### Wiring heat map, run 1

The die is cut into 12 by 12 equal tiles; dark blue is low, red is high, scaled to the fullest tile. Values are wire area over tile area, all layers added.
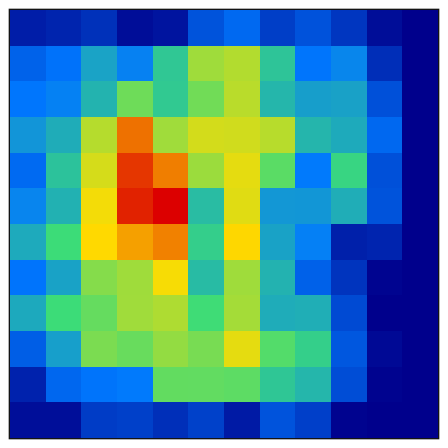
### Cell placement, run 1

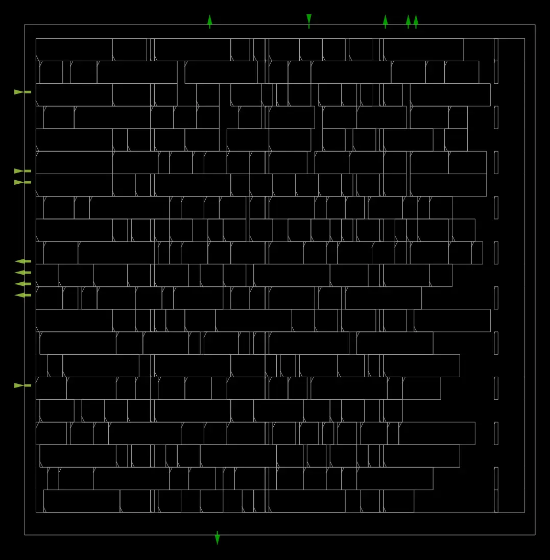
### Where the registers sit, run 1

Bar = 20 um. Other sequential cells in the stronger grey, the rest of the logic in the fainter grey.
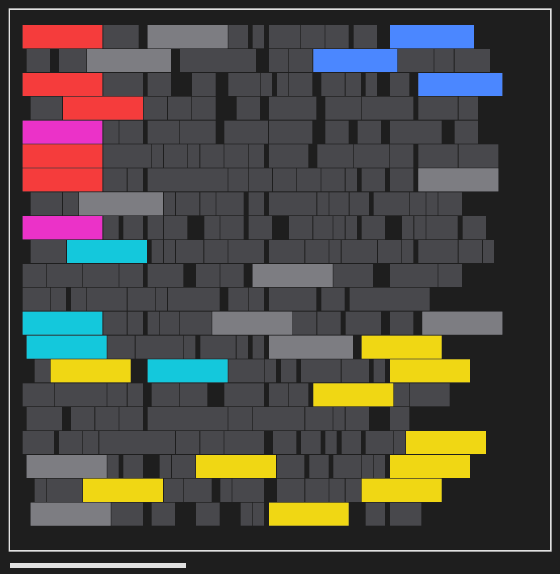
## config.mk

```make
export PLATFORM = sky130hd
export DESIGN_NAME = reset_sequencer
export DESIGN_NICKNAME = d
export VERILOG_FILES = /design/src/rtl/reset_sequencer.sv
export SDC_FILE = /design/constraint.sdc
export NUM_CORES = 1
export LEC_CHECK = 0
export CAP_MARGIN = 30
export CORE_UTILIZATION = 52
export DETAILED_ROUTE_END_ITERATION = 10
export PLACE_DENSITY = 0.81
export RECOVER_POWER = 50
export REMOVE_ABC_BUFFERS = 1
export SYNTH_ARGS = -nofsm -noshare
export SYNTH_HDL_FRONTEND = slang
export SYNTH_SLANG_ARGS = --single-unit
export TNS_END_PERCENT = 10
```

## constraint.sdc

```tcl
create_clock -name clk -period 1 [get_ports clk]
set_input_delay 0.1 -clock clk [delete_from_list [all_inputs] [get_ports clk]]
set_output_delay 0.1 -clock clk [all_outputs]
set_load 0.02 [all_outputs]
```

## src/rtl/reset_sequencer.sv

```systemverilog
// Power-on reset sequencer: waits for all PLLs to lock, holds, then releases
// the downstream reset stages one by one and watches for debounced lock loss.
module reset_sequencer #(
  parameter int LOCK_W      = 2,
  parameter int STAGES      = 3,
  parameter int HOLD_CYCLES = 16,
  parameter int GAP_CYCLES  = 4,
  parameter int DEBOUNCE    = 3,
  parameter int TIMEOUT     = 1000,
  parameter int CNT_W       = 4
) (
  input  logic              clk,
  input  logic              resetn,
  input  logic [LOCK_W-1:0] lock,
  input  logic              sw_req,
  output logic [STAGES-1:0] rst_out,
  output logic              ready,
  output logic              timeout,
  output logic [CNT_W-1:0]  loss_count
);

  localparam int MAX_A = (HOLD_CYCLES > GAP_CYCLES) ? HOLD_CYCLES : GAP_CYCLES;
  localparam int MAX_C = (MAX_A > DEBOUNCE) ? MAX_A : DEBOUNCE;
  localparam int CW    = $clog2(MAX_C + 1);
  localparam int TW    = $clog2(TIMEOUT + 1);
  localparam int SW    = (STAGES > 1) ? $clog2(STAGES) : 1;

  localparam logic [CW-1:0] HOLD_LAST    = CW'(HOLD_CYCLES - 1);
  localparam logic [CW-1:0] GAP_LAST     = CW'(GAP_CYCLES - 1);
  localparam logic [CW-1:0] DEB_LAST     = CW'(DEBOUNCE - 1);
  localparam logic [TW-1:0] TIMEOUT_LAST = TW'(TIMEOUT - 1);
  localparam logic [SW-1:0] STAGE_LAST   = SW'(STAGES - 1);

  typedef enum logic [1:0] {WAIT_LOCK, HOLD, RELEASE, RUN} state_t;

  // Asserts immediately with resetn, releases two clk edges after it rises.
  logic [1:0] rst_sync_reg;
  logic       rst_n;

  always_ff @(posedge clk or negedge resetn) begin
    if (!resetn) rst_sync_reg <= 2'b00;
    else         rst_sync_reg <= {rst_sync_reg[0], 1'b1};
  end

  assign rst_n = rst_sync_reg[1];

  logic [LOCK_W-1:0] lock_sync;
  logic              all_locked;

  genvar gi;
  generate
    for (gi = 0; gi < LOCK_W; gi++) begin : g_lock_sync
      logic meta_reg;
      logic sync_reg;
      always_ff @(posedge clk or negedge rst_n) begin
        if (!rst_n) begin
          meta_reg <= 1'b0;
          sync_reg <= 1'b0;
        end else begin
          meta_reg <= lock[gi];
          sync_reg <= meta_reg;
        end
      end
      assign lock_sync[gi] = sync_reg;
    end
  endgenerate

  assign all_locked = &lock_sync;

  state_t            state_reg, state_next;
  logic [CW-1:0]     cnt_reg, cnt_next;
  logic [TW-1:0]     wait_reg, wait_next;
  logic [SW-1:0]     stage_reg, stage_next;
  logic [STAGES-1:0] rst_out_reg, rst_out_next;
  logic              ready_reg, ready_next;
  logic              timeout_reg, timeout_next;
  logic [CNT_W-1:0]  loss_reg, loss_next;

  always_ff @(posedge clk or negedge rst_n) begin
    if (!rst_n) begin
      state_reg   <= WAIT_LOCK;
      cnt_reg     <= '0;
      wait_reg    <= '0;
      stage_reg   <= '0;
      rst_out_reg <= '1;
      ready_reg   <= 1'b0;
      timeout_reg <= 1'b0;
      loss_reg    <= '0;
    end else begin
      state_reg   <= state_next;
      cnt_reg     <= cnt_next;
      wait_reg    <= wait_next;
      stage_reg   <= stage_next;
      rst_out_reg <= rst_out_next;
      ready_reg   <= ready_next;
      timeout_reg <= timeout_next;
      loss_reg    <= loss_next;
    end
  end

  always_comb begin
    state_next   = state_reg;
    cnt_next     = cnt_reg;
    wait_next    = '0;
    stage_next   = stage_reg;
    rst_out_next = rst_out_reg;
    ready_next   = ready_reg;
    timeout_next = timeout_reg;
    loss_next    = loss_reg;

    case (state_reg)
      WAIT_LOCK: begin
        rst_out_next = '1;
        ready_next   = 1'b0;
        cnt_next     = '0;
        stage_next   = '0;
        if (all_locked) begin
          state_next   = HOLD;
          timeout_next = 1'b0;
        end else if (!timeout_reg) begin
          wait_next = wait_reg + 1'b1;
          if (wait_reg == TIMEOUT_LAST) timeout_next = 1'b1;
        end else begin
          wait_next = wait_reg;
        end
      end

      HOLD: begin
        if (!all_locked) begin
          state_next   = WAIT_LOCK;
          rst_out_next = '1;
          cnt_next     = '0;
        end else if (sw_req) begin
          cnt_next = '0;
        end else if (cnt_reg == HOLD_LAST) begin
          cnt_next        = '0;
          rst_out_next[0] = 1'b0;
          if (STAGES == 1) begin
            state_next = RUN;
            ready_next = 1'b1;
          end else begin
            state_next = RELEASE;
            stage_next = SW'(1);
          end
        end else begin
          cnt_next = cnt_reg + 1'b1;
        end
      end

      RELEASE: begin
        if (!all_locked) begin
          state_next   = WAIT_LOCK;
          rst_out_next = '1;
          cnt_next     = '0;
          stage_next   = '0;
        end else if (sw_req) begin
          state_next   = HOLD;
          rst_out_next = '1;
          cnt_next     = '0;
          stage_next   = '0;
        end else if (cnt_reg == GAP_LAST) begin
          cnt_next                = '0;
          rst_out_next[stage_reg] = 1'b0;
          if (stage_reg == STAGE_LAST) begin
            state_next = RUN;
            ready_next = 1'b1;
          end else begin
            stage_next = stage_reg + 1'b1;
          end
        end else begin
          cnt_next = cnt_reg + 1'b1;
        end
      end

      RUN: begin
        // A debounced loss outranks a simultaneous software request.
        if (!all_locked && cnt_reg == DEB_LAST) begin
          state_next   = WAIT_LOCK;
          rst_out_next = '1;
          ready_next   = 1'b0;
          cnt_next     = '0;
          stage_next   = '0;
          loss_next    = (loss_reg == '1) ? loss_reg : loss_reg + 1'b1;
        end else if (sw_req) begin
          state_next   = HOLD;
          rst_out_next = '1;
          ready_next   = 1'b0;
          cnt_next     = '0;
          stage_next   = '0;
        end else if (!all_locked) begin
          cnt_next = cnt_reg + 1'b1;
        end else begin
          cnt_next = '0;
        end
      end

      default: begin
        state_next   = WAIT_LOCK;
        rst_out_next = '1;
        ready_next   = 1'b0;
        cnt_next     = '0;
        stage_next   = '0;
      end
    endcase
  end

  assign rst_out    = rst_out_reg;
  assign ready      = ready_reg;
  assign timeout    = timeout_reg;
  assign loss_count = loss_reg;

endmodule

```

==> summary.rpt, run 1 <==
FLOW METRICS REPORT
----------------------------------------------------
[Timing]
  Time the final worst path needs with I/O delays and setup ........................ roughly 2.1 ns
  Setup ws final ........................ -1.056 ns
  Min Hold Slack ........................ around 0.25 ns
  Tcrit/Tclk final ........................ 205.6%
  RSZ-0062 raised after global routing ........................ yes
  Number of endpoints failing setup at the final stage ........................ 36
  Achievable clock frequency ........................ 486.4 MHz

[Logic synthesis]
  Netlist area before placement ........................ ~1800 um2
  Simple Share, Synth ........................ 22.55%
  Count of library flops with an enable pin ........................ 0
  Number of standard cells reported by yosys ........................ 175
  XORs/XNORs by Area ........................ under 10%
  Area fraction in mux cells ........................ about 3.7%
  Top non-seq family ........................ simple AND/OR/NAND/NOR gates
  Portion of the post-synthesis area used by sequential elements ........................ ~46%
  Post-synth ARST share ........................ 100.0%
  Avg Cell Area, Syn ........................ approximately 11 um2
  Synthesized registers ........................ 34
  Dominant register cell in the synthesized netlist ........................ sky130_fd_sc_hd__dfrtp_1
  Count of yosys warnings during synthesis ........................ 0
  Main area contributors after synthesis ........................ sky130_fd_sc_hd__dfrtp_1 (42%), sky130_fd_sc_hd__ha_1 (9.5%), sky130_fd_sc_hd__dfstp_2 (4.3%)
  Yosys top cell by area ........................ sky130_fd_sc_hd__dfrtp_1
  Share of synthesized cell area in full adder, half adder and majority cells ........................ under 10%

[Setup path]
  Top fanout value on the critical path ........................ 4
  Critical path cell sequence ........................ buf_6 > inv_4 > ha_4 > nor4b_4 > buf_4 > buf_6 > nand4_1 > nor2_1 > xor2_1
  Startpoint Class ........................ register
  Worst endpoint required time ........................ about 1.3 ns
  Worst r2r src ........................ cnt_reg[0]
  Worst setup path category ........................ reg2reg
  Endpoint class of the critical path ........................ register

[CTS]
  Root Buffer Master ........................ sky130_fd_sc_hd__clkbuf_4
  Clock Pin Slew Worst Setup and Hold Paths ........................ roughly 0.11 ns
  Number of sinks handled by clock tree synthesis ........................ 34
  Num CTS Buffers ........................ 5
  Buffer depth of the longest clock path ........................ 2
  TritonCTS clock tree ........................ built

[Outcome]
  Run status ........................ complete, but fails checks
  Failing checks ........................ setup timing

[Finish]
  Synthesis-to-layout area growth ........................ 47.89%
  Commonest Layout Cell ........................ sky130_fd_sc_hd__buf_4
  Number of standard cells in the final layout excluding fillers ........................ 301
  Final instance area ........................ 2724 um2
  Number of flip-flops in the largest register ........................ 10
  Post-layout nets ........................ 275

[Floorplan]
  Total I/O pin count ........................ 14
  Y dimension of the die ........................ 61.52 um
  Number of rows in the core area ........................ 21

[Global route]
  GR met2 Demand/Resource ........................ a little over half
  Maximum number of pins on one net before global-route repair ........................ 19
  GRT Total Usage ........................ 31.74%
  GR Util met1 ........................ between 30 and 40%
  Initial antenna violation count ........................ 0
  Grt total ovfl ........................ 0

[Power]
  Total chip power ........................ 5035 uW
  Peak supply drop ........................ 1155 uV

[Flow run]
  Count of max-cap constraint violations ........................ 0
  Tool warnings ........................ 36

[Place]
  Detailed-placement wirelength estimate ........................ about 3300 um
  Dpl cell area ........................ 2434 um2
  Routability cong. ........................ just over 0.9

[Drt]
  DRC violation total after the first TritonRoute iteration ........................ about 130
  Post-detailed-route DRC marker count ........................ 0
  1st-pass router iterations ........................ 4

[Worst hold path]
  Min-Delay Path Class ........................ reg2async

----------------------------------------------------
Notes on 'Wiring heat map' above:
The mean over all tiles is 0.28. 13% of the tiles are nearly empty. The fullest tile reaches 0.79. 31% of the tiles are over half the peak. The emptiest ninth of the die: south-east. The densest ninth of the die: centre.

Notes on 'Cell placement' above:
share of the core filled with cells in the final layout: 80.99%
CORE AREA: 3363 um2
number of sequential cells: 34
Filler Cells Inserted: 191
flop share of the area: 31.51%

Notes on 'Where the registers sit' above:
Key: `loss_count` = cyan [sequential cells 4, where west]; `wait_reg` = yellow [sequential cells 10]; `cnt_reg` = red [sequential cells 5, where north-west]; `g_lock_sync.meta_reg` = magenta [sequential cells 2]; `rst_out` = blue [sequential cells 3]
Another 10 sequential cells are not coloured.

==> run 1: worst max path at each step <==
stage,slack [ns],cells past startpoint,start,to
after global routing,-1.04,9,cnt_reg[0],loss_count[3]
after global placement,-0.85,8,cnt_reg[0],state_reg[0]
after CTS,-0.92,6,cnt_reg[0],state_reg[1]
after detailed placement,-1.03,8,cnt_reg[0],state_reg[1]
after floorplan,-0.90,6,state_reg[0],state_reg[0]
final,-1.06,9,cnt_reg[0],loss_count[3]
==> run 1: logic make-up after synthesis <==
group,after synthesis
and+or+nand+nor,71
xor gates and xnor gates,13
muxes,6
buffers and inverters,12
DFF,34
other,1
AOI/OAI and AO/OA,24
adders and majority gates,14
==> run 1: what timing repair did <==
action / 4_1_cts / 5_1_grt
hold buffers: 1 / 0
cloned: 0 / 0
setup endpoints to repair: 37 / 37
pin swaps: 16 / 4
hold endpoints to repair: 2 / 0
resized: 83 / 16
buffers inserted: 5 / 2
==> run 1: critical path: cells and delay by family, from the launching register on <==
family	cells	cell delay, ns
adders and majority gates	1	0.12
xor gates and xnor gates	1	0.20
DFF	1	0.41
buffers and inverters	4	0.46
and+or+nand+nor	3	0.80
==> run 1: cell type report <==
cell class	count	area, um2	area share [%]
inverter	10	40.04	1.470
tap	46	57.56	2.113
multi-input combinational	129	1087	39.92
sequential	34	858.3	31.51
timing repair buffer	76	629.4	23.11
clock buffer	6	51.30	1.883
==> run 1: power by group <==
group | internal, uW | leakage, uW | switching, uW
Sequential | 1590 | 0.000442 | 147
Clock | 317 | 0.0000302 | 480
Combinational | 1270 | 0.000816 | 1230
==> run 1: metrics by stage <==
stage | TNS, ns | setup WS (ns)
final | -19.26 | -1.056
after global routing | -20.41 | -1.042
after CTS | -16.32 | -0.9151
after detailed placement | -17.77 | -1.034
after global placement | -15.17 | -0.8457
after floorplan | -11.54 | -0.9010
==> run 2, diff against run 1 <==
--- a/config.mk
+++ b/config.mk
@@ -7,6 +7,7 @@
 export LEC_CHECK = 0
 export CAP_MARGIN = 30
 export CORE_UTILIZATION = 52
+export CTS_CLUSTER_SIZE = 30
 export DETAILED_ROUTE_END_ITERATION = 10
 export PLACE_DENSITY = 0.81
 export RECOVER_POWER = 50
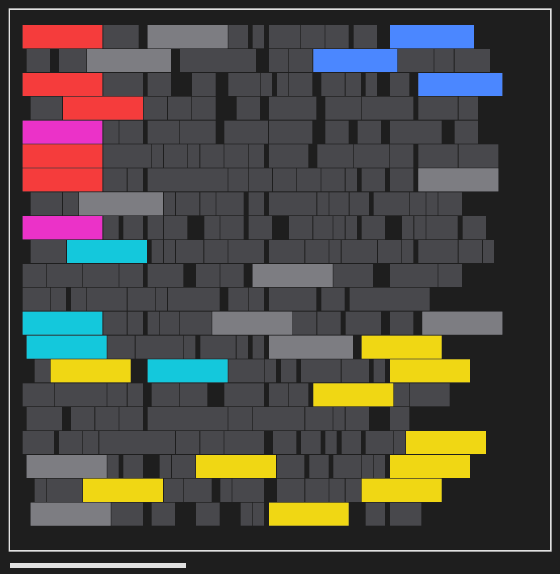
*Where the registers sit, run 2*
Bar = 20 um. Other sequential cells in the stronger grey, the rest of the logic in the fainter grey.
Key: `loss_count` = cyan [sequential cells 4, where west]; `wait_reg` = yellow [sequential cells 10]; `rst_out` = blue [sequential cells 3]; `g_lock_sync.meta_reg` = magenta [sequential cells 2]; `cnt_reg` = red [sequential cells 5, where north-west]

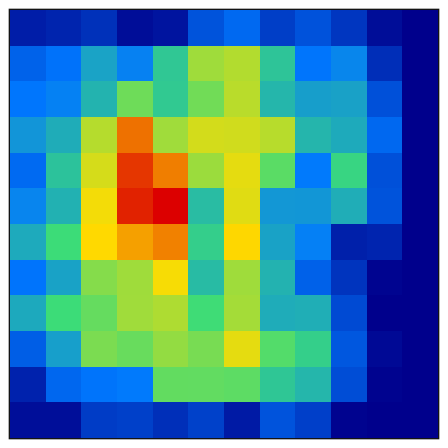
*Wiring heat map, run 2*
The die is cut into 12 by 12 equal tiles; dark blue is low, red is high, scaled to the fullest tile. Values are wire area over tile area, all layers added.
The fullest tile reaches 0.79. The densest ninth of the die: centre. The emptiest ninth of the die: south-east. The mean over all tiles is 0.28.

==> run 2 against run 1 <==
The run still ends with setup timing left. Non-clock buffer count did not move. Total power did not move. Clock-buffer cell count did not move. Register-to-register slack barely moved. Global-route usage did not move. Sequential power barely moved. Maximum frequency did not move. Cell count did not move. Largest cell class unchanged.
==> summary.rpt, run 2 <==
FLOW METRICS REPORT
----------------------------------------------------
[Outcome]
  Run status ........................ complete, but fails checks (unchanged)
  Failing checks ........................ setup timing (unchanged)

[Floorplan]
  CORE AREA ........................ 3363 um2 (unchanged)
  Y dimension of the die ........................ 61.52 um (unchanged)
  Total I/O pin count ........................ 14 (unchanged)
  Core Density at Floorplan ........................ 54.76% (unchanged)
  Number of rows in the core area ........................ 21 (unchanged)
  Total die size ........................ 3784 um2 (unchanged)
  Overall die width ........................ 61.52 um (unchanged)

[Logic synthesis]
  Netlist area before placement ........................ 1842 um2 (unchanged)
  Number of standard cells reported by yosys ........................ 175 (unchanged)
  AO/OA Area Share ........................ 8.899% (unchanged)
  Simple Share, Synth ........................ 22.55% (unchanged)
  Count of library flops with an enable pin ........................ 0 (unchanged)
  Area fraction in mux cells ........................ 3.736% (unchanged)
  Avg Cell Area, Syn ........................ 10.52 um2 (unchanged)
  Synth top cells by count ........................ sky130_fd_sc_hd__dfrtp_1 (31), sky130_fd_sc_hd__nor2_1 (17), sky130_fd_sc_hd__nand2_1 (16) (unchanged)
  Portion of the post-synthesis area used by sequential elements ........................ 46.40% (unchanged)
  Fraction of synthesized cell area taken by the top area cell type ........................ 42.12% (unchanged)
  Top non-seq family ........................ simple AND/OR/NAND/NOR gates (unchanged)
  Count of different cell masters after synthesis ........................ 46 (unchanged)
  Count of yosys warnings during synthesis ........................ 0 (unchanged)
  Synthesized instance count ........................ 175 (unchanged)
  Synthesized registers ........................ 34 (unchanged)
  Post-synth ARST share ........................ 100.0% (unchanged)
  Main area contributors after synthesis ........................ sky130_fd_sc_hd__dfrtp_1 (42%), sky130_fd_sc_hd__ha_1 (9.5%), sky130_fd_sc_hd__dfstp_2 (4.3%) (unchanged)
  Yosys stat chip area ........................ 1842 um2 (unchanged)
  Most repeated cell in the gate-level netlist after synthesis ........................ sky130_fd_sc_hd__dfrtp_1 (unchanged)
  Share of synthesized cell area in full adder, half adder and majority cells ........................ 9.511% (unchanged)
  Yosys top cell by area ........................ sky130_fd_sc_hd__dfrtp_1 (unchanged)
  Dominant register cell in the synthesized netlist ........................ sky130_fd_sc_hd__dfrtp_1 (unchanged)
  XORs/XNORs by Area ........................ 6.182% (unchanged)

[Timing]
  Clock Skews ........................ 0.02341 ns (unchanged)
  Achievable clock frequency ........................ 486.4 MHz (unchanged)
  Min Hold Slack ........................ 0.2495 ns (unchanged)
  Number of endpoints failing setup at the final stage ........................ 36 (unchanged)
  Setup ws final ........................ -1.056 ns (unchanged)
  RSZ-0062 raised after global routing ........................ yes (unchanged)
  Final tally of max-slew violations ........................ 0 (unchanged)
  Final tally of hold violations ........................ 0 (unchanged)
  Time the final worst path needs with I/O delays and setup ........................ 2.056 ns (unchanged)
  Tcrit/Tclk final ........................ 205.6% (unchanged)

[Global route]
  GR Util met1 ........................ 37.77% (unchanged)
  Met3 track demand over resource ........................ 9.664% (unchanged)
  GR met2 Demand/Resource ........................ 52.23% (unchanged)
  Global-route wire length before repair ........................ 8314 um (unchanged)
  Global routing's busiest layer ........................ met2 (unchanged)
  Grt total ovfl ........................ 0 (unchanged)
  Via count of the first global-routing pass ........................ 1735 (unchanged)
  Maximum number of pins on one net before global-route repair ........................ 19 (unchanged)
  Initial antenna violation count ........................ 0 (unchanged)
  GRT Total Usage ........................ 31.74% (unchanged)

[Finish]
  Final instance area ........................ 2724 um2 (unchanged)
  Proportion of layout cells with a drive suffix above 1 ........................ 47.45% (unchanged)
  Number of flip-flops in the largest register ........................ 10 (unchanged)
  Filler Cells Inserted ........................ 191 (unchanged)
  Share of the core filled with cells in the final layout ........................ 80.99% (unchanged)
  Diodes inserted ........................ 0 (unchanged)
  Most common logic cells in the final layout ........................ sky130_fd_sc_hd__buf_4 (52), sky130_fd_sc_hd__dfrtp_1 (28), sky130_fd_sc_hd__nor2_1 (15), sky130_fd_sc_hd__buf_6 (15), sky130_fd_sc_hd__nand2_1 (12) (unchanged)
  Post-layout nets ........................ 275 (unchanged)
  Commonest Layout Cell ........................ sky130_fd_sc_hd__buf_4 (unchanged)
  Synthesis-to-layout area growth ........................ 47.89% (unchanged)

[CTS]
  Number of sinks handled by clock tree synthesis ........................ 34 (unchanged)
  Root Buffer Master ........................ sky130_fd_sc_hd__clkbuf_4 (unchanged)
  Num CTS Buffers ........................ 5 (unchanged)
  Clock Pin Slew Worst Setup and Hold Paths ........................ 0.11 ns (about the same)
  Buffer depth of the longest clock path ........................ 2 (unchanged)
  Clk latency late pin ........................ 0.35 ns (about the same)
  Number of H-tree levels ........................ 2 (unchanged)
  TritonCTS clock tree ........................ built (unchanged)

[Drt]
  1st-pass router iterations ........................ 4 (unchanged)
  Post-detailed-routing wire length ........................ 6221 um (unchanged)
  Vias per std cell ........................ 6.010 (unchanged)
  Post-route ant nets ........................ 0 (unchanged)
  DRC violation total after the first TritonRoute iteration ........................ 128 (unchanged)
  Average detailed-routed wire length per instance ........................ 20.67 um (unchanged)
  Total vias in the final route ........................ 1809 (unchanged)
  Post-detailed-route DRC marker count ........................ 0 (unchanged)

[Setup path]
  Sum of buffers and inverters on the critical path ........................ 4 (unchanged)
  Reg-to-reg setup timing slack ........................ -1.06 ns (about the same)
  Stage delay of the slowest cell on the critical path ........................ 0.41 ns (about the same)
  Reg2reg end ........................ loss_count[3] (unchanged)
  Critical path cell sequence ........................ buf_6 > inv_4 > ha_4 > nor4b_4 > buf_4 > buf_6 > nand4_1 > nor2_1 > xor2_1 (unchanged)
  Critical path depth in cells ........................ 9 (unchanged)
  Setup crit start ........................ cnt_reg[0] (unchanged)
  Startpoint Class ........................ register (unchanged)
  Endpoint class of the critical path ........................ register (unchanged)
  Crit path max-delay cell type ........................ sky130_fd_sc_hd__dfrtp_1 (unchanged)
  Largest delay share family, worst path ........................ simple AND/OR/NAND/NOR gates (unchanged)
  Endpoint of the most critical setup path ........................ loss_count[3] (unchanged)
  Top fanout value on the critical path ........................ 4 (unchanged)
  Path depth of the worst reg2reg path ........................ 9 (unchanged)
  Most used cell along the critical path ........................ sky130_fd_sc_hd__buf_6 (unchanged)
  Worst setup path category ........................ reg2reg (unchanged)
  Worst endpoint required time ........................ 1.27 ns (about the same)
  Crit path arrival time ........................ 2.33 ns (about the same)
  Worst r2r src ........................ cnt_reg[0] (unchanged)

[Power]
  Total chip power ........................ 5035 uW (unchanged)
  Power density over the cells ........................ 1849 nW/um2 (unchanged)
  Leakage power figure ........................ 0.001288 uW (unchanged)
  Peak supply drop ........................ 1155 uV (unchanged)

[Worst hold path]
  Min-Delay Path Class ........................ reg2async (unchanged)

[Place]
  Dpl cell area ........................ 2434 um2 (unchanged)
  Detailed-placement wirelength estimate ........................ 3344 um (unchanged)
  Number of buffers added on ports ........................ 13 (unchanged)
  Routability cong. ........................ 0.9193 (unchanged)

[Flow run]
  Count of max-cap constraint violations ........................ 0 (unchanged)
  Tool warnings ........................ 36 (unchanged)

----------------------------------------------------
==> run 2: cell counts in the layout (fill, tap and decap cells not counted) <==
No cell type changed its count.
==> run 2: cell type report <==
type	count	area, um2	share of cell area [%]
Inverter	10	40.04	1.470
Clock buffer	6	51.30	1.883
Sequential cell	34	858.3	31.51
Multi-Input combinational cell	129	1087	39.92
Timing Repair Buffer	76	629.4	23.11
Tap cell	46	57.56	2.113
==> run 2: repair_timing <==
| action | 4_1_cts | 5_1_grt |
|---|---|---|
| hold buffers | 1 | 0 |
| setup buffers | 5 | 2 |
| endpoints found under the hold margin | 2 | 0 |
| cloned | 0 | 0 |
| pin swaps | 16 | 4 |
| setup endpoints to repair | 37 | 37 |
| gates resized | 83 | 16 |
==> run 2: cells by family (layout without fill, tap and decap cells) <==
kind of cell / Yosys count / in the layout
AOI/OAI and AO/OA: 24 / 24
xor gates and xnor gates: 13 / 13
adders and majority gates: 14 / 14
buffers and inverters: 12 / 92
DFF: 34 / 34
muxes: 6 / 6
other: 1 / 1
and+or+nand+nor: 71 / 71
==> run 2: metrics by stage <==
| stage | worst slack [ns] | setup TNS [ns] | cells |
|---|---|---|---|
| global placement | -0.8457 | -15.17 | 287 |
| global route | -1.042 | -20.41 | 301 |
| floorplan | -0.9010 | -11.54 | 173 |
| CTS | -0.9151 | -16.32 | 299 |
| detailed placement | -1.034 | -17.77 | 287 |
| finish | -1.056 | -19.26 | 301 |
==> run 2: power by group <==
group          total, uW  switching [uW]  internal, uW  leakage, uW
combinational       2500            1230          1270     0.000816
clock                797             480           317    0.0000302
sequential          1740             147          1590     0.000442
==> run 2: per-layer routing <==
metal  up-vias  wire length [um]
li1        777                 -
met1       869              2340
met2       127              3063
met3        36               464
met4         0               353
met5         -                 0
Power and IR drop assume default switching activity.
